`config.mk`:
```
export PLATFORM = sky130hd
export DESIGN_NAME = dco_therm_decode_flat
export DESIGN_NICKNAME = d
export VERILOG_FILES = /design/src/rtl/dco_therm_decode_if.sv /design/src/rtl/dco_therm_decode.sv /design/src/flat_wrapper.sv
export SDC_FILE = /design/constraint.sdc
export NUM_CORES = 1
export LEC_CHECK = 0
export CORE_ASPECT_RATIO = 0.6
export CORE_UTILIZATION = 48
export CTS_CLUSTER_SIZE = 24
export DETAILED_ROUTE_END_ITERATION = 7
export MAX_ROUTING_LAYER = met4
export PLACE_DENSITY_LB_ADDON = 0.3
export SYNTH_ARGS = -nofsm -noshare
export SYNTH_HDL_FRONTEND = slang
export SYNTH_SLANG_ARGS = --single-unit
```
`constraint.sdc`:
```
create_clock -name clk -period 7.9 [get_ports clk]
set_input_delay 1.58 -clock clk [delete_from_list [all_inputs] [get_ports clk]]
set_output_delay 1.58 -clock clk [all_outputs]
set_load 0.05 [all_outputs]
```
`src/rtl/dco_therm_decode_if.sv`:
```
// Bus bundle for the DCO thermometer decoder.
// Handshake: therm_valid qualifies therm_in for exactly one cycle. There is
// no ready, so every therm_valid is accepted. code_valid is a one-cycle pulse
// that qualifies code_out and bubble_err. err_cnt and code_stable are levels.
interface dco_therm_decode_if;
  logic [127:0] therm_in;
  logic         therm_valid;
  logic         err_clr;
  logic [7:0]   code_out;
  logic         code_valid;
  logic         bubble_err;
  logic [7:0]   err_cnt;
  logic         code_stable;

  // Drives the thermometer bus and observes the decoder results.
  modport master (
    output therm_in, therm_valid, err_clr,
    input  code_out, code_valid, bubble_err, err_cnt, code_stable
  );

  // Decoder side.
  modport slave (
    input  therm_in, therm_valid, err_clr,
    output code_out, code_valid, bubble_err, err_cnt, code_stable
  );
endinterface

```
`src/rtl/dco_therm_decode.sv`:
```
// Registered thermometer-to-binary decoder for the DCO coarse-control bus.
// Stage 1 captures the word and a well-formed flag. Stage 2 popcounts it.
// A monitor counts bubbled words and reports when the code has held steady.
module dco_therm_decode #(
  parameter int unsigned STABLE_LEN = 16
) (
  input logic              clk,
  input logic              reset,
  dco_therm_decode_if.slave bus
);

  localparam logic [7:0] LP_LEN = 8'(STABLE_LEN);

  logic [127:0] r_s1_word;
  logic         r_s1_wf;
  logic         r_s1_valid;
  logic [7:0]   r_code;
  logic         r_bub;
  logic         r_code_valid;
  logic [7:0]   r_err_cnt;
  logic [7:0]   r_stab_cnt;
  logic [7:0]   r_last_code;
  logic         r_stable;

  logic [127:0] w_plus1;
  logic         w_wf;
  logic [7:0]   w_pop;
  logic [7:0]   w_next_cnt;
  logic [7:0]   w_next_last;

  // A well-formed word plus one is a single power of two with no overlap.
  // The carry out of bit 127 is dropped, so all-ones counts as well-formed.
  assign w_plus1 = bus.therm_in + 128'd1;
  assign w_wf    = ((bus.therm_in & w_plus1) == 128'd0);

  // Stage 1: capture the sample and its well-formed flag.
  always_ff @(posedge clk or negedge reset) begin
    if (!reset) begin
      r_s1_word  <= '0;
      r_s1_wf    <= 1'b0;
      r_s1_valid <= 1'b0;
    end else begin
      r_s1_valid <= bus.therm_valid;
      if (bus.therm_valid) begin
        r_s1_word <= bus.therm_in;
        r_s1_wf   <= w_wf;
      end
    end
  end

  // Population count of the stage-1 word. Bubbled words use it too.
  always_comb begin
    w_pop = '0;
    for (int i = 0; i < 128; i++) begin
      w_pop = w_pop + 8'(r_s1_word[i]);
    end
  end

  // Stage 2: register the decoded code. Results hold between samples.
  always_ff @(posedge clk or negedge reset) begin
    if (!reset) begin
      r_code       <= '0;
      r_bub        <= 1'b0;
      r_code_valid <= 1'b0;
    end else begin
      r_code_valid <= r_s1_valid;
      if (r_s1_valid) begin
        r_code <= w_pop;
        r_bub  <= ~r_s1_wf;
      end
    end
  end

  // Saturating bubble counter. A clear wins over a coincident error.
  always_ff @(posedge clk or negedge reset) begin
    if (!reset) begin
      r_err_cnt <= '0;
    end else if (bus.err_clr) begin
      r_err_cnt <= '0;
    end else if (r_code_valid && r_bub && (r_err_cnt != 8'd255)) begin
      r_err_cnt <= r_err_cnt + 8'd1;
    end
  end

  // Next stable-run length and reference code. Cycles without a sample
  // leave both unchanged, so gaps do not break a run.
  always_comb begin
    w_next_cnt  = r_stab_cnt;
    w_next_last = r_last_code;
    if (r_code_valid) begin
      if (r_bub) begin
        w_next_cnt = '0;
      end else if ((r_code == r_last_code) && (r_stab_cnt != 8'd0)) begin
        w_next_cnt = (r_stab_cnt == LP_LEN) ? r_stab_cnt : r_stab_cnt + 8'd1;
      end else begin
        w_next_cnt  = 8'd1;
        w_next_last = r_code;
      end
    end
  end

  // Stability tracker state and its registered flag.
  always_ff @(posedge clk or negedge reset) begin
    if (!reset) begin
      r_stab_cnt  <= '0;
      r_last_code <= '0;
      r_stable    <= 1'b0;
    end else begin
      r_stab_cnt  <= w_next_cnt;
      r_last_code <= w_next_last;
      r_stable    <= (w_next_cnt == LP_LEN);
    end
  end

  assign bus.code_out    = r_code;
  assign bus.code_valid  = r_code_valid;
  assign bus.bubble_err  = r_bub;
  assign bus.err_cnt     = r_err_cnt;
  assign bus.code_stable = r_stable;

endmodule

```
`src/flat_wrapper.sv`:
```
// flat-port wrapper written by rule: the top's interface ports become plain ports
module dco_therm_decode_flat 
#(
  parameter int unsigned STABLE_LEN = 16
)
  (clk, reset, bus_therm_in, bus_therm_valid, bus_err_clr, bus_code_out, bus_code_valid, bus_bubble_err, bus_err_cnt, bus_code_stable);
  dco_therm_decode_if bus_i ();
  input logic clk;
  input logic reset;
  input wire logic [$bits(bus_i.therm_in)-1:0] bus_therm_in;
  input wire logic [$bits(bus_i.therm_valid)-1:0] bus_therm_valid;
  input wire logic [$bits(bus_i.err_clr)-1:0] bus_err_clr;
  output wire logic [$bits(bus_i.code_out)-1:0] bus_code_out;
  output wire logic [$bits(bus_i.code_valid)-1:0] bus_code_valid;
  output wire logic [$bits(bus_i.bubble_err)-1:0] bus_bubble_err;
  output wire logic [$bits(bus_i.err_cnt)-1:0] bus_err_cnt;
  output wire logic [$bits(bus_i.code_stable)-1:0] bus_code_stable;
  assign bus_i.therm_in = bus_therm_in;
  assign bus_i.therm_valid = bus_therm_valid;
  assign bus_i.err_clr = bus_err_clr;
  assign bus_code_out = bus_i.code_out;
  assign bus_code_valid = bus_i.code_valid;
  assign bus_bubble_err = bus_i.bubble_err;
  assign bus_err_cnt = bus_i.err_cnt;
  assign bus_code_stable = bus_i.code_stable;
  dco_therm_decode #(.STABLE_LEN(STABLE_LEN)) u_core (.clk(clk), .reset(reset), .bus(bus_i));
endmodule
```
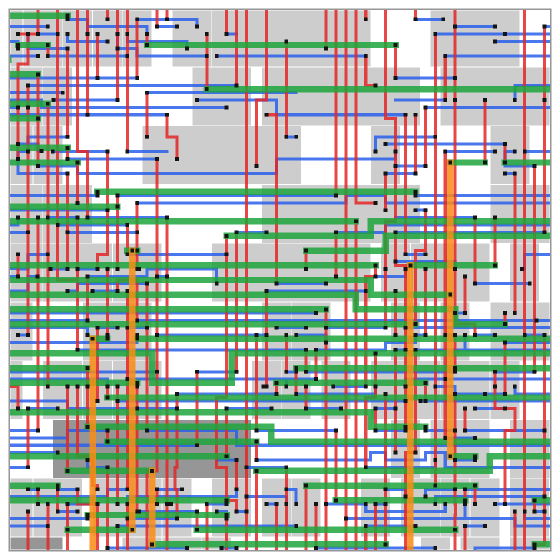
**Above:** run 1 (close-up of the layout).
Window x 142 to 167, y 81 to 106 µm. Cells in grey, sequential cells in the stronger grey; small squares are vias.
[blue] met1
[red] met2
[orange] met4
[green] met3
most frequent: nand2_1 (12), inv_1 (6), nand3_1 (6)
sequential cells in the window: 1
netlist names of flops here include: u_core.r_s1_word (1)
cells with their middle in the window: 57

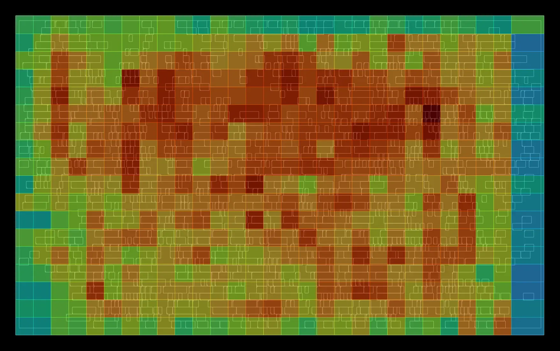
**Above:** run 1 (track usage over the die).
M1 GR Usage: 54.2%
GRT Total Usage: 33.9%
Final Core Density: 59.1%

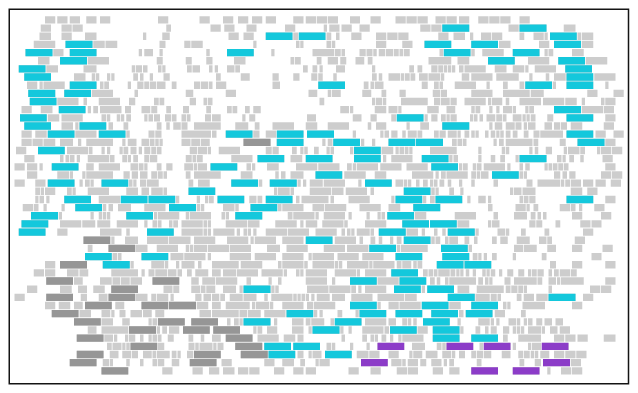
**Above:** run 1 (where the registers sit).
Drawn at 3 px/µm. Other sequential cells in the stronger grey, the rest of the logic in the fainter grey.
[purple] u_core.bus.err_cnt | flops: 8 | where: bottom right
[cyan] u_core.r_s1_word | flops: 128 | where: all over the die
not coloured: 29

==> out/qor.csv, run 1 <==
metric;value;unit
outcome;finished, final reports clean;
Die X;206;µm
global routing's busiest layer;met1;
Sink Count;165;
Synth area leader;dfrtp_1;
Critical R2R Capture;u_core.bus.code_out[6]$_DFFE_PN0P_;
Non-clk invs;200;
Tool Warnings;27;
DR WL met3;5500;µm
cells after synthesis;1211;
Clock transition at path regs;0.07;ns
Insertion Delay late pin;0.45;ns
vias after detailed routing;10065;
worst hold slack;0.512;ns
clock tree buffer count of the final layout;18;
FF-to-FF setup slack;0.30;ns
Max Buffers Root-to-Sink;2;
number of global-route vias before repair;9878;
max_cap viols;0;
Top delay family on crit path;adder cells;
Critical Path Fanout Max;2;
Yosys Chip Area;12000;µm²
Via density;5.94;
Hold Crit Depth;1;
dominant logic cell type in the layout;inv_1;
clk tree area frac;3.88;%
==> run 2, diff against run 1 <==
--- a/config.mk
+++ b/config.mk
@@ -6,7 +6,7 @@
 export NUM_CORES = 1
 export LEC_CHECK = 0
 export CORE_ASPECT_RATIO = 0.6
-export CORE_UTILIZATION = 48
+export CORE_UTILIZATION = 38
 export CTS_CLUSTER_SIZE = 24
 export DETAILED_ROUTE_END_ITERATION = 7
 export MAX_ROUTING_LAYER = met4
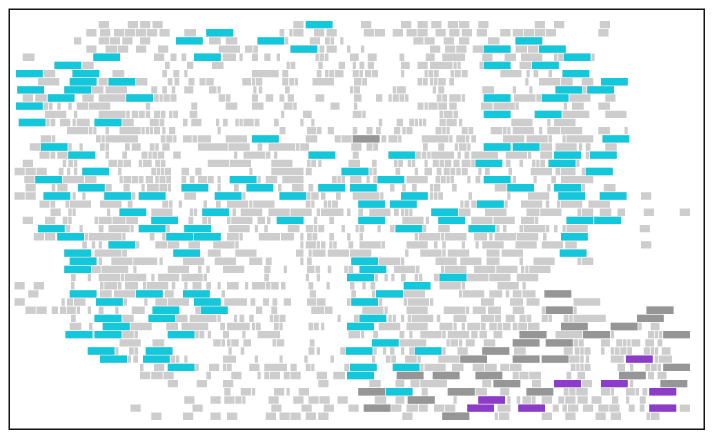
**Above:** run 2 (where the registers sit).
Drawn at 3 px/µm. Other sequential cells in the stronger grey, the rest of the logic in the fainter grey.
[purple] u_core.bus.err_cnt | flops: 8 | where: bottom right
[cyan] u_core.r_s1_word | flops: 128 | where: all over the die

==> out/qor.csv, run 2 <==
metric;value;unit;change
outcome;finished, final reports clean;;
number of global-route vias before repair;9692;;-1.9%
Max-area cell share;34.5;%;
max_cap viols;0;;unchanged
Hold Crit Depth;1;;unchanged
Worst R2R Path Depth;23;;
Critical Path Fanout Max;2;;unchanged
worst hold slack;0.520;ns;+0.00749 ns
Via density;5.50;;-7.4%
Seq/total area;28.4;%;
Final Core Density;47.8;%;-11 points
layout cells sized above 1;10.3;%;
Synth cell types;64;;
WP data required;8.24;ns;
core area;30500;µm²;
global routing's busiest layer;met1;;
Non-clk invs;200;;unchanged
Non-clk bufs;153;;
NonClk Buf Share;10.5;%;
Critical R2R Capture;u_core.bus.code_out[6]$_DFFE_PN0P_;;
GRT Total Usage;26.5;%;-7.4 points
vias after detailed routing;9764;;-3.0%
top cell category;multi-input combinational cells;;
clk tree area frac;4.54;%;+0.66 points
Yosys Chip Area;12000;µm²;unchanged
DR WL met3;4350;µm;-21%
cells after synthesis;1211;;unchanged
Clock transition at path regs;0.06;ns;about the same
dominant logic cell type in the layout;inv_1;;
pre-CTS worst setup slack;0.319;ns;
Synth area leader;dfrtp_1;;
Tool Warnings;29;;+7.4%
final hold vios;0;;
clock tree buffer count of the final layout;19;;+1
Max Buffers Root-to-Sink;2;;unchanged
GR Util met3;7.07;%;
FF-to-FF setup slack;0.40;ns;+0.10 ns
Final GP Congestion;0.985;;
M1 GR Usage;41.4;%;-13 points
largest net degree at the start of global routing;102;;
Insertion Delay late pin;0.46;ns;about the same
Top delay family on crit path;adder cells;;
Sink Count;165;;unchanged
ys flops;165;;
Die X;231;µm;+12%
==> run 3, diff against run 2 <==
==> constraint.sdc (replaced) <==
create_clock -name clk -period 7 [get_ports clk]
set_input_delay 1.4 -clock clk [delete_from_list [all_inputs] [get_ports clk]]
set_output_delay 1.4 -clock clk [all_outputs]
set_load 0.05 [all_outputs]
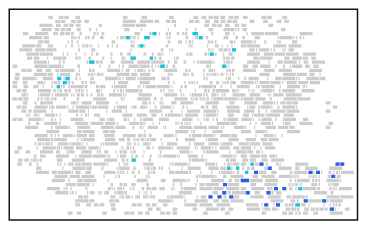
**Above:** run 3 (selected gate families).
Drawn at 1.5 px/µm.
[blue] XOR/XNOR gates | cells: 23 | most used: xor2_1
[cyan] AND-OR and OR-AND gates | cells: 24 | most used: o31a_1

==> out/qor.csv, run 3 <==
metric;value;unit;change
global routing's busiest layer;met1;;
Max Buffers Root-to-Sink;2;;unchanged
Final GP Congestion;0.986;;about the same
pre-CTS worst setup slack;-0.355;ns;-0.674 ns
number of global-route vias before repair;9860;;+1.7%
Critical R2R Capture;u_core.bus.code_out[6]$_DFFE_PN0P_;;
largest net degree at the start of global routing;113;;+11%
worst hold slack;0.523;ns;+0.00365 ns
setup ws final;-0.264;ns;
core area;30500;µm²;unchanged
outcome;complete, but fails checks;;
Tool Warnings;31;;+6.9%
Non-clk invs;200;;unchanged
NonClk Buf Share;11.3;%;+0.80 points
Final Core Density;48.0;%;+0.23 points
Yosys Chip Area;12000;µm²;unchanged
Insertion Delay late pin;0.46;ns;about the same
ys flops;165;;unchanged
# setup viols final;5;;
cells after synthesis;1211;;unchanged
failing checks;setup timing;;
Critical Path Fanout Max;2;;unchanged

==> gallery <==
M1 wires.
panel A
Drawn at 1.5 px/µm.
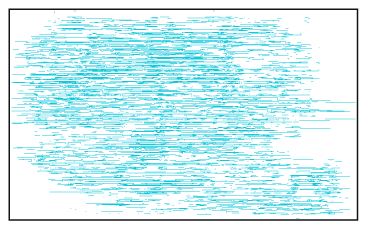
panel B
Drawn at 2 px/µm.
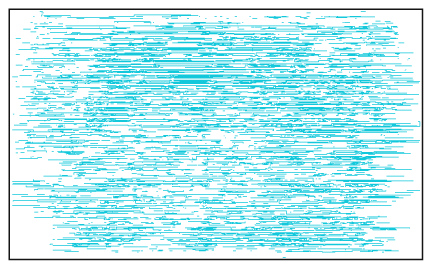
Panel A comes from run 2.
Panel B comes from run 1.

Key to panel B:
main direction: horizontal
share of all routed wire: 48%

